===== src/rtl/key_conditioner.sv =====
// Synchronizes and debounces active-low pushbuttons, one independent slice per key,
// producing a clean level, one-cycle press/release pulses and a press-toggled bit.
module key_conditioner #(
  parameter int NUM_KEYS  = 3,
  parameter int DB_CYCLES = 250000
) (
  input  logic                clk,
  input  logic                rst,
  input  logic [NUM_KEYS-1:0] key_n,
  output logic [NUM_KEYS-1:0] key_level,
  output logic [NUM_KEYS-1:0] key_press,
  output logic [NUM_KEYS-1:0] key_release,
  output logic [NUM_KEYS-1:0] key_toggle
);

  localparam int CW = $clog2(DB_CYCLES);
  localparam logic [CW-1:0] CNT_LAST = CW'(DB_CYCLES - 1);

  typedef enum logic [1:0] {
    UP,
    DB_DN,
    DOWN,
    DB_UP
  } state_t;

  for (genvar i = 0; i < NUM_KEYS; i++) begin : g_key
    logic          s1;
    logic          s2;
    state_t        state;
    logic [CW-1:0] cnt;
    logic          level_q;
    logic          press_q;
    logic          release_q;
    logic          toggle_q;

    always_ff @(posedge clk) begin
      if (rst) begin
        s1        <= 1'b1;
        s2        <= 1'b1;
        state     <= UP;
        cnt       <= '0;
        level_q   <= 1'b0;
        press_q   <= 1'b0;
        release_q <= 1'b0;
        toggle_q  <= 1'b0;
      end else begin
        // NOTE: non-blocking, so s2 takes the old s1 and the pair forms two real flops.
        s1        <= key_n[i];
        s2        <= s1;
        press_q   <= 1'b0;
        release_q <= 1'b0;

        case (state)
          UP: begin
            if (!s2) begin
              state <= DB_DN;
              cnt   <= CW'(1);
            end
          end
          DB_DN: begin
            if (s2) begin
              state <= UP;
              cnt   <= '0;
            end else if (cnt == CNT_LAST) begin
              state    <= DOWN;
              cnt      <= '0;
              level_q  <= 1'b1;
              press_q  <= 1'b1;
              toggle_q <= ~toggle_q;
            end else begin
              cnt <= cnt + 1'b1;
            end
          end
          DOWN: begin
            if (s2) begin
              state <= DB_UP;
              cnt   <= CW'(1);
            end
          end
          DB_UP: begin
            if (!s2) begin
              state <= DOWN;
              cnt   <= '0;
            end else if (cnt == CNT_LAST) begin
              state     <= UP;
              cnt       <= '0;
              level_q   <= 1'b0;
              release_q <= 1'b1;
            end else begin
              cnt <= cnt + 1'b1;
            end
          end
          default: begin
            state <= UP;
            cnt   <= '0;
          end
        endcase
      end
    end

    assign key_level[i]   = level_q;
    assign key_press[i]   = press_q;
    assign key_release[i] = release_q;
    assign key_toggle[i]  = toggle_q;
  end

endmodule


===== config.mk =====
export PLATFORM = sky130hd
export DESIGN_NAME = key_conditioner
export DESIGN_NICKNAME = d
export VERILOG_FILES = /design/src/rtl/key_conditioner.sv
export SDC_FILE = /design/constraint.sdc
export NUM_CORES = 1
export LEC_CHECK = 0
export CAP_MARGIN = 20
export CORE_MARGIN = 3
export CORE_UTILIZATION = 54
export CTS_CLUSTER_SIZE = 16
export DETAILED_ROUTE_END_ITERATION = 16
export PLACE_DENSITY_LB_ADDON = 0.12
export SLEW_MARGIN = 30
export SYNTH_ARGS = -nofsm -noshare
export SYNTH_HDL_FRONTEND = slang
export SYNTH_SLANG_ARGS = --single-unit

===== constraint.sdc =====
create_clock -name clk -period 1.9 [get_ports clk]
set_input_delay 0.475 -clock clk [delete_from_list [all_inputs] [get_ports clk]]
set_output_delay 0.475 -clock clk [all_outputs]
set_load 0.02 [all_outputs]

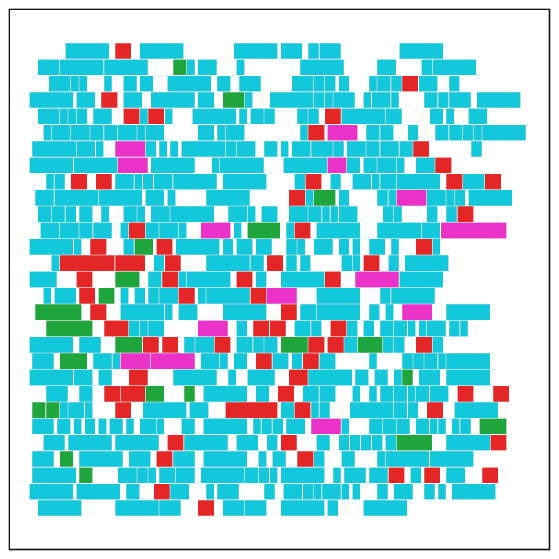
sizes.png
Scale: 6 px per µm.
| colour | size | cells | share | most used |
|---|---|---|---|---|
| red | _3 and _4 cells | 68 | 13% | buf_4 |
| magenta | _6 and larger | 14 | 2.8% | clkbuf_8 |
| cyan | _0 and _1 cells | 404 | 80% | dfxtp_1 |
| green | _2 cells | 22 | 4.3% | or2_2 |
setup ws final: -0.1448 ns
signed area change from the synthesized netlist to the final layout: 22.43%
Buffers excl. clock: 79
summed area of non-filler cells in the final layout: 0.004643 mm²

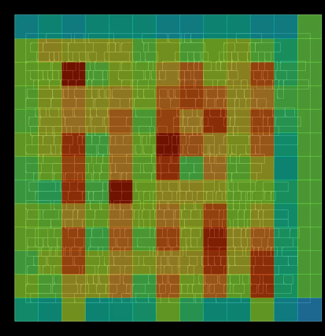
congestion.png
global routing usage summed across all routing layers: 20.68%
met1 track demand over resource in global routing: 25.45%

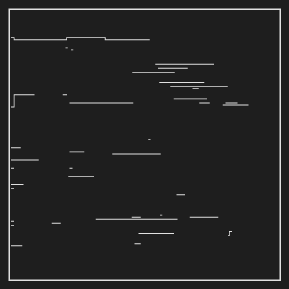
layer_met3.png
Scale: 3 px per µm.
longest straight run: 26.9 µm
wire length on this layer: 298 µm
share of all routed wire: 3.7%
main direction: horizontal
met3 Track Usage GR: 5.008%
via count: 3329

==> metrics.log <==
[flow] collecting metrics
[metrics] adder share: 0.9898%
[metrics] Max Fclk: 489.1 MHz
[metrics] buffers from clock root to sink, at most: 2
[metrics] flip-flop and latch count after synthesis: 78
[metrics] power attributed to sequential cells: 0.00167 W
[metrics] TAP cells: 93
[metrics] clock-pin slew reported for the worst setup and hold paths after clock tree synthesis: 0.08 ns
[metrics] Internal: 0.002377 W
[metrics] clock distribution power: 0.00125 W
[metrics] commonest non-fill, non-tap cell in the layout: sky130_fd_sc_hd__dfxtp_1
[metrics] yosys synthesis chip area: 0.003792 mm²
[metrics] failing checks: negative setup slack
[metrics] cell total in the yosys stat output: 446
[metrics] Pwr top: registers
[metrics] number of global-route vias before repair: 3065
[metrics] count of non-filler cells in the finished layout: 601
[metrics] status: finished, violations left
[metrics] crit-path cells: ha_4, nand4_1, or4b_4, or3_4, or4_4, a21oi_2
[metrics] mean area per synthesized cell: 8.503 µm²
[metrics] Slew @ Worst Pin: 0.5213 ns
[metrics] setup ws final: -0.1448 ns
[metrics] count of final setup violators: 2
[metrics] Logic inverters: 8
[metrics] Diodes inserted: 0
[metrics] fraction of synthesized area in multiplexers: 2.408%
Power and IR drop assume default switching activity.
